$ cat config.mk
export PLATFORM = sky130hd
export DESIGN_NAME = ram_arbiter
export DESIGN_NICKNAME = d
export VERILOG_FILES = /design/src/rtl/ram_arbiter.sv
export SDC_FILE = /design/constraint.sdc
export NUM_CORES = 1
export LEC_CHECK = 0
export CAP_MARGIN = 25
export CORE_AREA = 2 2 99 101
export DETAILED_ROUTE_END_ITERATION = 8
export DIE_AREA = 0 0 101 103
export MAX_ROUTING_LAYER = met4
export PLACE_DENSITY = 0.65
export SYNTH_ARGS = -nofsm -noshare
export SYNTH_HDL_FRONTEND = slang
export SYNTH_SLANG_ARGS = --single-unit
$ cat constraint.sdc
create_clock -name CLK -period 1.9 [get_ports CLK]
set_clock_uncertainty 0.1 [all_clocks]
set_input_delay 0.38 -clock CLK [delete_from_list [all_inputs] [get_ports CLK]]
set_output_delay 0.38 -clock CLK [all_outputs]
set_load 0.005 [all_outputs]
$ cat src/rtl/ram_arbiter.sv
// Two-port (fetch/data) arbiter onto one single-port RAM; RAM_ARB_ROUND_ROBIN_EN selects round-robin, else data wins.
// Latency: accept in cycle N, response in N+1; throughput 1/cycle; loser sees ready=0 and must hold its request.
module ram_arbiter #(
  parameter int XLEN     = 32,
  parameter int RAM_SIZE = 'h600,
  localparam int AW      = $clog2(RAM_SIZE)
) (
  input  logic            CLK,
  input  logic            RESET,
  input  logic            i_valid,
  input  logic [XLEN-1:0] i_addr,
  output logic            i_ready,
  output logic            i_rvalid,
  output logic [XLEN-1:0] i_rdata,
  output logic            i_err,
  input  logic            d_valid,
  input  logic [XLEN-1:0] d_addr,
  input  logic            d_we,
  input  logic [XLEN-1:0] d_wdata,
  input  logic [3:0]      d_wmask,
  output logic            d_ready,
  output logic            d_rvalid,
  output logic [XLEN-1:0] d_rdata,
  output logic            d_err,
  output logic            ram_en,
  output logic            ram_we,
  output logic [AW-1:0]   ram_addr,
  output logic [XLEN-1:0] ram_wdata,
  output logic [3:0]      ram_wmask,
  input  logic [XLEN-1:0] ram_rdata
);

  localparam logic [1:0] OWN_NONE = 2'd0;
  localparam logic [1:0] OWN_IBUS = 2'd1;
  localparam logic [1:0] OWN_DBUS = 2'd2;

  localparam logic [XLEN-1:0] RAM_WORDS = XLEN'(RAM_SIZE);

  logic       grant_i, grant_d, prio_d;
  logic       i_in_range, d_in_range, sel_in_range;
  logic [1:0] owner;
  logic       resp_err, resp_rd;
  logic       unused_addr_lsbs;

  assign unused_addr_lsbs = ^{i_addr[1:0], d_addr[1:0]};

  // byte offset bits are ignored; range is checked on the word index
  assign i_in_range = {2'b00, i_addr[XLEN-1:2]} < RAM_WORDS;
  assign d_in_range = {2'b00, d_addr[XLEN-1:2]} < RAM_WORDS;

`ifdef RAM_ARB_ROUND_ROBIN_EN
  logic last_grant_dbus;

  assign prio_d = !last_grant_dbus;

  always_ff @(posedge CLK) begin
    if (RESET) begin
      last_grant_dbus <= 1'b0;
    end else if (grant_i || grant_d) begin
      last_grant_dbus <= grant_d;
    end
  end
`else
  assign prio_d = 1'b1;
`endif

  assign grant_d = !RESET && d_valid && (!i_valid || prio_d);
  assign grant_i = !RESET && i_valid && !grant_d;
  assign i_ready = grant_i;
  assign d_ready = grant_d;

  assign sel_in_range = grant_d ? d_in_range : i_in_range;

  assign ram_en    = (grant_d && d_in_range) || (grant_i && i_in_range);
  assign ram_we    = grant_d && d_in_range && d_we;
  assign ram_addr  = grant_d ? d_addr[2 +: AW] : i_addr[2 +: AW];
  assign ram_wdata = d_wdata;
  assign ram_wmask = grant_d ? d_wmask : 4'b0000;

  always_ff @(posedge CLK) begin
    if (RESET) begin
      owner    <= OWN_NONE;
      resp_err <= 1'b0;
      resp_rd  <= 1'b0;
    end else begin
      owner    <= grant_d ? OWN_DBUS : (grant_i ? OWN_IBUS : OWN_NONE);
      resp_err <= (grant_i || grant_d) && !sel_in_range;
      resp_rd  <= (grant_i || grant_d) && sel_in_range && !(grant_d && d_we);
    end
  end

  // responses are masked while RESET is high so a pending one is dropped
  always_comb begin
    i_rvalid = 1'b0;
    i_err    = 1'b0;
    i_rdata  = '0;
    d_rvalid = 1'b0;
    d_err    = 1'b0;
    d_rdata  = '0;
    if (!RESET) begin
      if (owner == OWN_IBUS) begin
        i_rvalid = 1'b1;
        i_err    = resp_err;
        i_rdata  = resp_rd ? ram_rdata : '0;
      end else if (owner == OWN_DBUS) begin
        d_rvalid = 1'b1;
        d_err    = resp_err;
        d_rdata  = resp_rd ? ram_rdata : '0;
      end
    end
  end

endmodule
Fig. 1: the metal 1 layer
The bar under the picture is 20 um long. Cells faint in the background.
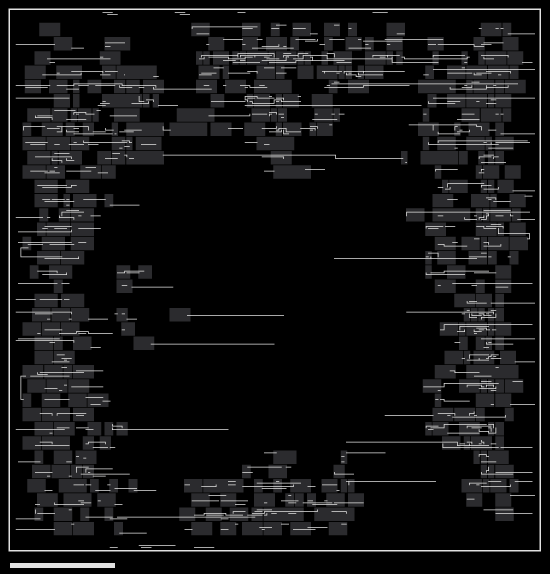
- main direction: horizontal
- wire length on this layer: 2,160 um
drt total wl: 6.45 mm
met1 usage: 0.107

==> metrics.cfg <==
[min_path]
hold_start=RESET
min_path_type=input port to register
hold_end=owner[1]$_SDFF_PP0_
hold_path_depth=3

[power]
pwr-share-clk=0.277
p_int_mw=0.475
power.group.top=combinational cells
power_leakage_nw=1.62
total_power_mw=0.628
pg_seq_mw=0.0901
clock_power_mw=0.174
vdd_drop_max_v=0.000210
comb_power_share=0.579
swShare=0.243
powerComb_mw=0.363
power_density_nw_per_um2=188
power_switching_mw=0.153
p_seq_frac=0.143

[placement]
dp.cells=467
dp_hpwl_mm=5.36
dp_slack_ns=-0.849
postPlaceCellArea_um2=3160
io_buffers=187
gp_congestion=0.675

[yosys]
syn_nets=335
ys_cells=198
yosys_area_um2=1360
synth_cell_types=22
async_reset_ff_frac=0
syn_avg_cell_area_um2=6.88
top_area_frac=0.240
top_area_cell=nor2_4
syn_inst=198
syn-cell-area_um2=1360
ff_type=dfxtp_1
ys_ff=4
yosysWarnings=0
top_cells_by_area=nor2_4, buf_4, nor2_1
ys_seq_frac=0.0588
synthTopCellsByCount=nor2_1, nand2_1, buf_4

[setup_path]
arrival_ns=1.48
cp-end-kind=primary output
cp_common_cell=buf_12
slowest_delay_ns=0.45
crit_required_ns=1.42
path_cells=or3b_4 -> buf_12 -> buf_12 -> nor2_1 -> buf_2
worst-path-max-fanout=8
slowest_stage=or3b_4

[cells_and_area]
utilization=0.354
regArea_um2=82.6
reg_top3=owner (2), resp_err (1), resp_rd (1)
largest_register=owner
n_fill_cell=1026
area_growth_pct=146
comb_area_um2=1060
finalInstanceArea_um2=3350
largest_register_ffs=2
drive_gt1_frac=0.448
nets=514
final_cells=489
antenna_cells=0

[global_routing]
grt_antenna_before_repair=0
grt_util_met3=0.0251
grt_most_used_layer=met2
grt.overflow.total=0
grt_pass1_wl_mm=8.96
track_usage=0.111
grt_pass1_vias=1919
grt_start_max_net_pins=35
grt_use_met2=0.229

[drt]
route.met2.wl_mm=3.57
wl_met1_mm=2.16
vias_per_cell=3.94
dr.max_layer_used=met3
first_pass_iters=4
wl_per_cell_um=13.2
drc_errors=0
vias=1927
met3_length_um=728
drt_iter0_drc=31
antenna_left=0

[clock_tree]
cts_resized=319
max-clock-path-buffers=2
clockRootBuffer=clkbuf_8
cts_tree=built
cts.htree.levels=1
clock-sinks=4
clk_pin_slew_worst_paths_ns=0.03
numCtsBuffers=3

[floorplan]
rows=36
core_um2=9460
die_area_um2=10400
chipWidth_um=101
ios=256
fp_util=0.144

[final_timing]
fin_crit_ns=1.96
layout_setup_ws_ns=-0.0617
finalCritPeriodShare=1.03
slew_headroom=0.853
timing.hold.ws_ns=0.354
setup_viol=30
tns_ns=-0.957
drv_slew=0
rsz0062_at_grt=yes
final_hold_viol_count=0
worst_pin_slew_ns=0.219
fmax_ghz=0.510

[run_status]
status=complete, but fails checks
violations=negative setup slack

[job]
maxCapViolCount=0
warnings=32

Fig. 2: clock nets
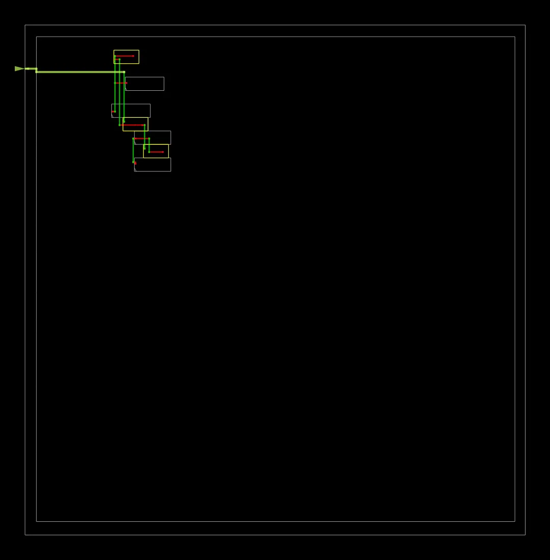
registers: 4
clkbuf count: 3

## layout make-up
cell class,count,share of cell area
repair buffers,218,0.596
multi-input cells,144,0.318
well taps,114,0.0426
flip-flops and latches,4,0.0247
clock buffers,3,0.0123
inverters,6,0.00673
## how the worst max path moves through the flow
stage,from,endpoint,slack [ns]
after global placement,d_valid,ram_we,-0.83
after floorplan,d_valid,ram_addr[5],0.28
after global routing,d_addr[24],ram_en,-0.10
final,owner[0]$_SDFF_PP0_,i_err,-0.06
after detailed placement,i_addr[30],ram_en,-0.85
after CTS,i_addr[17],ram_en,-0.27
## placed cells by master (no fill, tap or decap), types with 2 or more instances in the layout
| master | count |
|---|---|
| clkdlybuf4s50_1 | 56 |
| buf_2 | 46 |
| dlygate4sd2_1 | 39 |
| nand2_1 | 36 |
| nor2_1 | 34 |
| nor2_4 | 33 |
| buf_6 | 23 |
| dlymetal6s2s_1 | 16 |
| buf_4 | 11 |
| clkbuf_2 | 10 |
| buf_12 | 8 |
| mux2_2 | 7 |
| clkdlybuf4s15_1 | 7 |
| and2_1 | 5 |
| inv_1 | 5 |
| nor4_2 | 5 |
| mux2_4 | 4 |
| nor2_2 | 3 |
| nor4_4 | 3 |
| nor3_2 | 3 |
| clkbuf_8 | 3 |
| nand4_1 | 2 |
| dfxtp_2 | 2 |
| dfxtp_1 | 2 |
## kinds of logic after synthesis
family                 count (synthesis)  share of synthesized area
flip-flops                             4                     0.0588
AND/OR/NAND/NOR                      130                      0.559
buffers and inverters                 50                      0.277
AND-OR/OR-AND                          3                     0.0147
multiplexers                          11                     0.0910
## worst max-delay path, delay by kind of cell, from the launching register on
kind / cells / cell delay [ns]
AND/OR/NAND/NOR: 2 / 0.53
flip-flops: 1 / 0.31
buffers and inverters: 3 / 0.43
Power and IR drop assume default switching activity.
